==> images/drive_strength.png <==
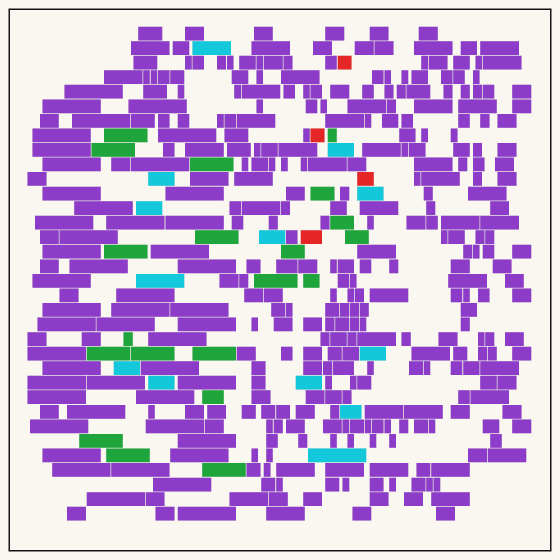
==> images/cell_classes.png <==
Fill, decap, tap and diode cells in gray.
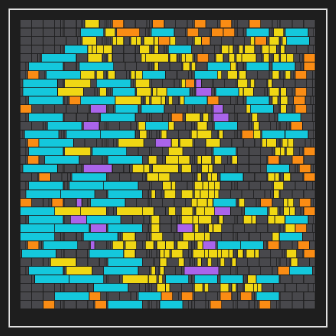
==> images/final_placement.png <==
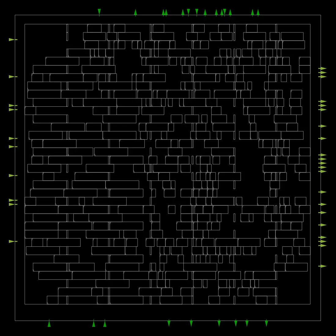
==> images/metal_stack.png <==
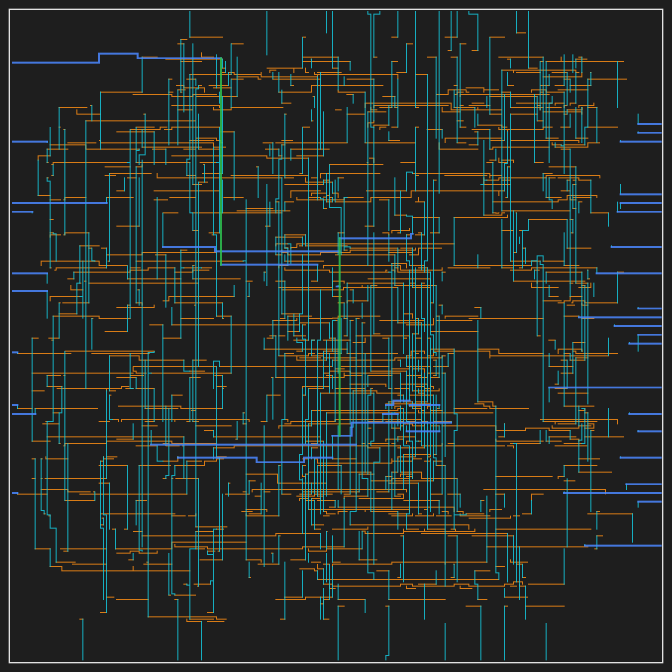
==> images/port_nets.png <==
Scale bar: 20 µm.
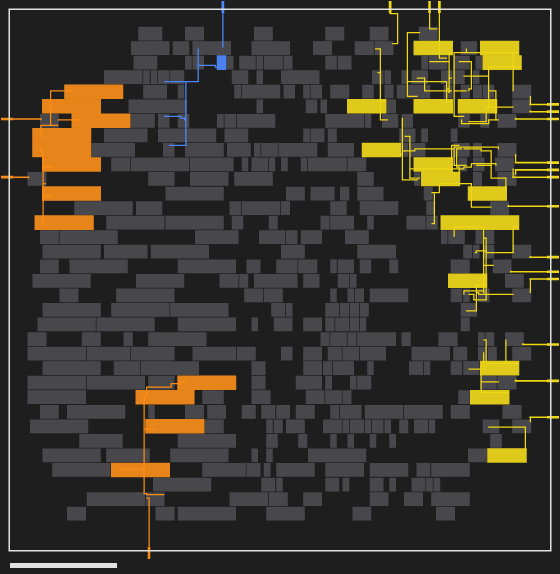
==> src/rtl/barrel8_stream.sv <==
// Valid/ready streaming wrapper around the combinational barrel8 shifter:
// requests queue in a small FIFO, issue one per cycle, results wait in a single output slot.

module barrel8 (
  input  logic [7:0] start,
  input  logic [2:0] shift,
  input  logic       right,
  output logic [7:0] result
);
  // Logarithmic stages by 1, 2 and 4 bits; logical shift, vacated bits are zero.
  logic [7:0] stage [4];

  assign stage[0] = start;

  generate
    for (genvar gi = 0; gi < 3; gi++) begin : g_stage
      assign stage[gi+1] = !shift[gi] ? stage[gi]
                         : right      ? (stage[gi] >> (1 << gi))
                                      : (stage[gi] << (1 << gi));
    end
  endgenerate

  assign result = stage[3];
endmodule

module barrel8_stream #(
  parameter int DEPTH = 4,
  parameter int CW    = 16
) (
  input  logic                       clk,
  input  logic                       rst_n,
  input  logic                       flush,
  input  logic                       in_valid,
  output logic                       in_ready,
  input  logic [7:0]                 in_data,
  input  logic [2:0]                 in_shift,
  input  logic                       in_right,
  output logic                       out_valid,
  input  logic                       out_ready,
  output logic [7:0]                 out_data,
  output logic [7:0]                 out_src,
  output logic [$clog2(DEPTH):0]     level,
  output logic [CW-1:0]              done_cnt
);
  localparam int AW = $clog2(DEPTH);
  localparam int LW = AW + 1;

  // Entry layout: {data[11:4], shift[3:1], right[0]}
  logic [11:0]    mem [DEPTH];
  logic [AW-1:0]  wr_ptr_reg, rd_ptr_reg;
  logic [LW-1:0]  level_reg, level_next;
  logic           out_valid_reg, out_valid_next;
  logic [7:0]     out_data_reg, out_data_next;
  logic [7:0]     out_src_reg, out_src_next;
  logic [CW-1:0]  done_reg, done_next;

  logic [11:0]    head;
  logic [7:0]     shifted;
  logic           push, issue, handshake;

  assign head = mem[rd_ptr_reg];

  barrel8 u_barrel8 (
    .start  (head[11:4]),
    .shift  (head[3:1]),
    .right  (head[0]),
    .result (shifted)
  );

  // Full is judged on the registered level only, so a pop cannot free space in the same cycle.
  assign in_ready  = rst_n & ~flush & (level_reg != LW'(DEPTH));
  assign push      = in_valid & in_ready;
  assign issue     = (level_reg != '0) & (~out_valid_reg | out_ready) & ~flush;
  assign handshake = out_valid_reg & out_ready;

  always_comb begin
    level_next     = level_reg;
    out_valid_next = out_valid_reg;
    out_data_next  = out_data_reg;
    out_src_next   = out_src_reg;
    done_next      = done_reg;

    if (handshake) begin
      done_next = done_reg + CW'(1);
    end

    if (flush) begin
      level_next     = '0;
      out_valid_next = 1'b0;
    end else begin
      level_next = level_reg + LW'(push) - LW'(issue);
      if (issue) begin
        out_valid_next = 1'b1;
        out_data_next  = shifted;
        out_src_next   = head[11:4];
      end else if (handshake) begin
        out_valid_next = 1'b0;
      end
    end
  end

  always_ff @(posedge clk) begin
    if (!rst_n) begin
      wr_ptr_reg    <= '0;
      rd_ptr_reg    <= '0;
      level_reg     <= '0;
      out_valid_reg <= 1'b0;
      out_data_reg  <= '0;
      out_src_reg   <= '0;
      done_reg      <= '0;
    end else begin
      level_reg     <= level_next;
      out_valid_reg <= out_valid_next;
      out_data_reg  <= out_data_next;
      out_src_reg   <= out_src_next;
      done_reg      <= done_next;
      if (flush) begin
        wr_ptr_reg <= '0;
        rd_ptr_reg <= '0;
      end else begin
        if (push)  wr_ptr_reg <= wr_ptr_reg + AW'(1);
        if (issue) rd_ptr_reg <= rd_ptr_reg + AW'(1);
      end
    end
  end

  // Storage needs no reset; push is already gated by rst_n and flush.
  always_ff @(posedge clk) begin
    if (push) begin
      mem[wr_ptr_reg] <= {in_data, in_shift, in_right};
    end
  end

  assign out_valid = out_valid_reg;
  assign out_data  = out_data_reg;
  assign out_src   = out_src_reg;
  assign level     = level_reg;
  assign done_cnt  = done_reg;
endmodule

==> config.mk <==
export PLATFORM = sky130hd
export DESIGN_NAME = barrel8_stream
export DESIGN_NICKNAME = d
export VERILOG_FILES = /design/src/rtl/barrel8_stream.sv
export SDC_FILE = /design/constraint.sdc
export NUM_CORES = 1
export LEC_CHECK = 0
export CELL_PAD_IN_SITES_DETAIL_PLACEMENT = 0
export CELL_PAD_IN_SITES_GLOBAL_PLACEMENT = 1
export CORE_MARGIN = 3
export CORE_UTILIZATION = 45
export DETAILED_ROUTE_END_ITERATION = 10
export GPL_ROUTABILITY_DRIVEN = 0
export PLACE_DENSITY_LB_ADDON = 0.08
export SYNTH_ARGS = -nofsm -noshare
export SYNTH_HDL_FRONTEND = slang
export SYNTH_SLANG_ARGS = --single-unit
==> constraint.sdc <==
create_clock -name clk -period 5.4 [get_ports clk]
set_clock_uncertainty 0.1 [all_clocks]
set_input_delay 1.62 -clock clk [delete_from_list [all_inputs] [get_ports clk]]
set_output_delay 1.62 -clock clk [all_outputs]
set_load 0.05 [all_outputs]
==> results.md <==
| Parameter | This run | Unit |
| --- | --- | --- |
| Result of the run | complete, no violations | - |
| Met1 capacity usage during global routing | 21.1 | % |
| Worst setup path endpoint | in_ready | - |
| CTS buffer count | 9 | - |
| Clock transition at the registers of the reported paths | 0.09 | ns |
| Dominant cell type by area after synthesis | sky130_fd_sc_hd__edfxtp_1 | - |
| Worst hold margin | 0.365 | ns |
| Tightest Hold Check Type | flop to flop | - |
| Total number of nets in the final design | 407 | - |
| Number of violations of the max-capacitance limit | 0 | - |
| Startpoint of the most critical setup path | flush | - |
| Total met2 wirelength after detailed routing | 3850 | µm |
| Yosys stat cell total | 334 | - |
| Slowest stage delay, CP | 0.47 | ns |
| Post-Syn Instances | 334 | - |
| Critical path class | input port to output port | - |
| Kind of cell adding the most delay to the critical path | buffers and inverters | - |
| Synthesized cell area | 0.00406 | mm² |
| Buf/Inv on CP | 2 | - |
| Effective utilization at floorplan | 46.5 | % |
| Antenna Cells | 0 | - |
| MUX share of area | 11.1 | % |
| Number of logged tool warnings | 29 | - |
| Non-filler cells, final | 495 | - |
| Number of synthesized register bits | 90 | - |
| Maximum clock frequency | 0.211 | GHz |
| Worst hold path startpoint | out_src[5] | - |
| Critical Path, Cell by Cell | clkdlybuf4s50_1 > nand2b_1 > a21oi_1 > buf_12 | - |
| Total via count in the routed design | 2642 | - |
| Layout cell share with drive strength beyond 1 | 9.56 | % |
| Maximum number of pins on one net before global-route repair | 30 | - |
| Syn. warnings | 0 | - |
| Die x size | 101 | µm |
| Worst slack, placed | 0.656 | ns |
| Most numerous logic cells after layout | 52 x sky130_fd_sc_hd__clkdlybuf4s50_1, 48 x sky130_fd_sc_hd__edfxtp_1, 42 x sky130_fd_sc_hd__dfxtp_1 | - |
| Complex Gates by Area | 9.37 | % |
| TritonCTS clock tree | yes | - |
| Count of flip-flops with a built-in enable after synthesis | 48 | - |
| Max-area cell share | 35.5 | % |
| Standard cell with the maximum stage delay on the critical path | sky130_fd_sc_hd__a21oi_1 | - |
| Data required time at the worst endpoint | 3.68 | ns |
| I/O Pins | 54 | - |
| Arr. time, crit path | 3.01 | ns |
| WL/cell | 15.8 | µm |
| Total die size | 0.0102 | mm² |
| Post-CTS resize count | 0 | - |
| Startpoint of the most critical register-to-register path | out_valid | - |
| Sum of negative setup slack | 0 | ns |
| Max Slew Vio Count | 0 | - |
| Via density per instance | 5.34 | - |
| Count of cell instances traversed by the critical path | 4 | - |
| Hold Path End | out_src[5] | - |
| Fraction of synthesis flops using an asynchronous set or reset pin | 0 | % |
| TritonRoute pass-1 iters | 4 | - |
| Number of flip-flops under the largest register name | 48 | - |
| Placed insts | 479 | - |
| Cell leakage power | 1.65 | nW |
| Final hold violations | 0 | - |
| Worst slew pin tran | 0.808 | ns |
| Area fraction in and, or, nand and nor cells after synthesis | 13.4 | % |
| Setup crit start kind | input port | - |
| Final worst-path cycle share | 87.7 | % |
| Global Route met3 Usage | 4.36 | % |
| Initial DRC count | 161 | - |
| Late-Pin Clk Latency | 0.35 | ns |
| Post-DP HPWL | 5340 | µm |
| Sink Count | 90 | - |
| Setup slack of the worst register-to-register path | 2.48 | ns |
| Met1 layer wirelength in the final routing | 3520 | µm |
| Filler Cell Count | 749 | - |
| Post-DRT Antenna Nets | 0 | - |
| Highest-count logic cell in the final layout | sky130_fd_sc_hd__clkdlybuf4s50_1 | - |
| Hold Path Depth | 2 | - |
| Post-route minimum period | 4.73 | ns |
| Syn-to-layout area delta | 19.3 | % |
| H-tree depth | 3 | - |
| Sum of internal, switching and leakage power | 0.00135 | W |
| Maximum clock path buffer count | 2 | - |
| Peak supply drop | 0.171 | mV |
| Dominant non-sequential cell family after synthesis | simple AND/OR/NAND/NOR gates | - |
| Multi-input logic area | 0.00162 | mm² |
| Root Buffer | sky130_fd_sc_hd__clkbuf_8 | - |
| Seq/Total Area, Yosys | 56.2 | % |
| Type of destination of the critical path | output port | - |
| Setup repair after global routing missed its margin | false | - |
| Die y size | 101 | µm |
| Top-count cell post-synth | sky130_fd_sc_hd__edfxtp_1 | - |
| Top cells by area, synth | sky130_fd_sc_hd__edfxtp_1 36%, sky130_fd_sc_hd__dfxtp_1 21%, sky130_fd_sc_hd__mux4_2 6.7% | - |
| Adder share | 2.65 | % |
| Cell Area, Placed | 0.00463 | mm² |
| Slew Limit Headroom | 46.0 | % |
| Drt drc | 0 | - |
| Main flop type | sky130_fd_sc_hd__edfxtp_1 | - |
| Number of antenna violations at the first check in global routing | 0 | - |
| Via count of the first global-routing pass | 2464 | - |
| Cell depth of the worst flop-to-flop path | 11 | - |
| Flop area | 0.00228 | mm² |
| Quantity of hold-fixing buffers added after cts | 0 | - |
| Global routing usage on met2 | 25.7 | % |
| Port Buf Inserts | 53 | - |
| Fraction of synthesized cell area in xor and xnor cells | 3.45 | % |
| DR top layer | met4 | - |
| Top reg by flops | mem | - |
| Power density cells | 279 | mW/mm² |
| Syn Nets | 359 | - |
| Synthesized area divided by synthesized cell count | 12.1 | µm² |
| Wire length of the first global-routing pass | 12500 | µm |
About drive_strength.png:
green -> drive 2  # cells 20, share 5.2%
red -> drive 3 to 4  # cells 4, share 1.0%
purple -> drive 1 or less  # cells 350, share 90%
cyan -> drive 6 and up  # cells 13, share 3.4%

About cell_classes.png:
orange -> other buffers and delay cells  # cells 55
cyan -> flip-flops  # cells 90
yellow -> all other logic  # cells 226
purple -> clock drivers and dummy loads  # cells 16

About final_placement.png:
core area: 0.00872 mm²
Rows: 34
utilization after layout: 55.5%

About metal_stack.png:
blue -> met3  # wire length 370 µm
cyan -> met2  # wire length 3850 µm
orange -> met1  # wire length 3520 µm
green -> met4  # wire length 62.6 µm

About port_nets.png:
blue -> `in_ready`  # direction output, edge top, end cells 1, buffers 1, wire 42.8 µm
yellow -> `done_cnt`  # direction output, edge 13 right, 3 top, end cells 16, buffers 16, wire 494 µm
orange -> `in_shift`  # direction input, edge 2 left, 1 bottom, end cells 12, buffers 3, wire 97.2 µm

-- power breakdown --
group / internal [W] / leakage (nW) / switching (W)
Clock: 0.000245 / 0.110 / 0.000244
Combinational: 0.0000495 / 0.770 / 0.0000751
Sequential: 0.000730 / 0.772 / 0.00000651
Total: 0.00102 / 1.65 / 0.000325
-- layout make-up --
type                            instances  share of cell area [%]
Sequential cell                        90                    47.1
Multi-Input combinational cell        217                    33.5
Timing Repair Buffer                   55                    11.5
Clock buffer                           11                    3.15
Tap cell                              108                    2.79
Clock inverter                          5                    1.24
Inverter                                9                   0.698
No activity file was given, so power comes from the tool's default toggle rates.
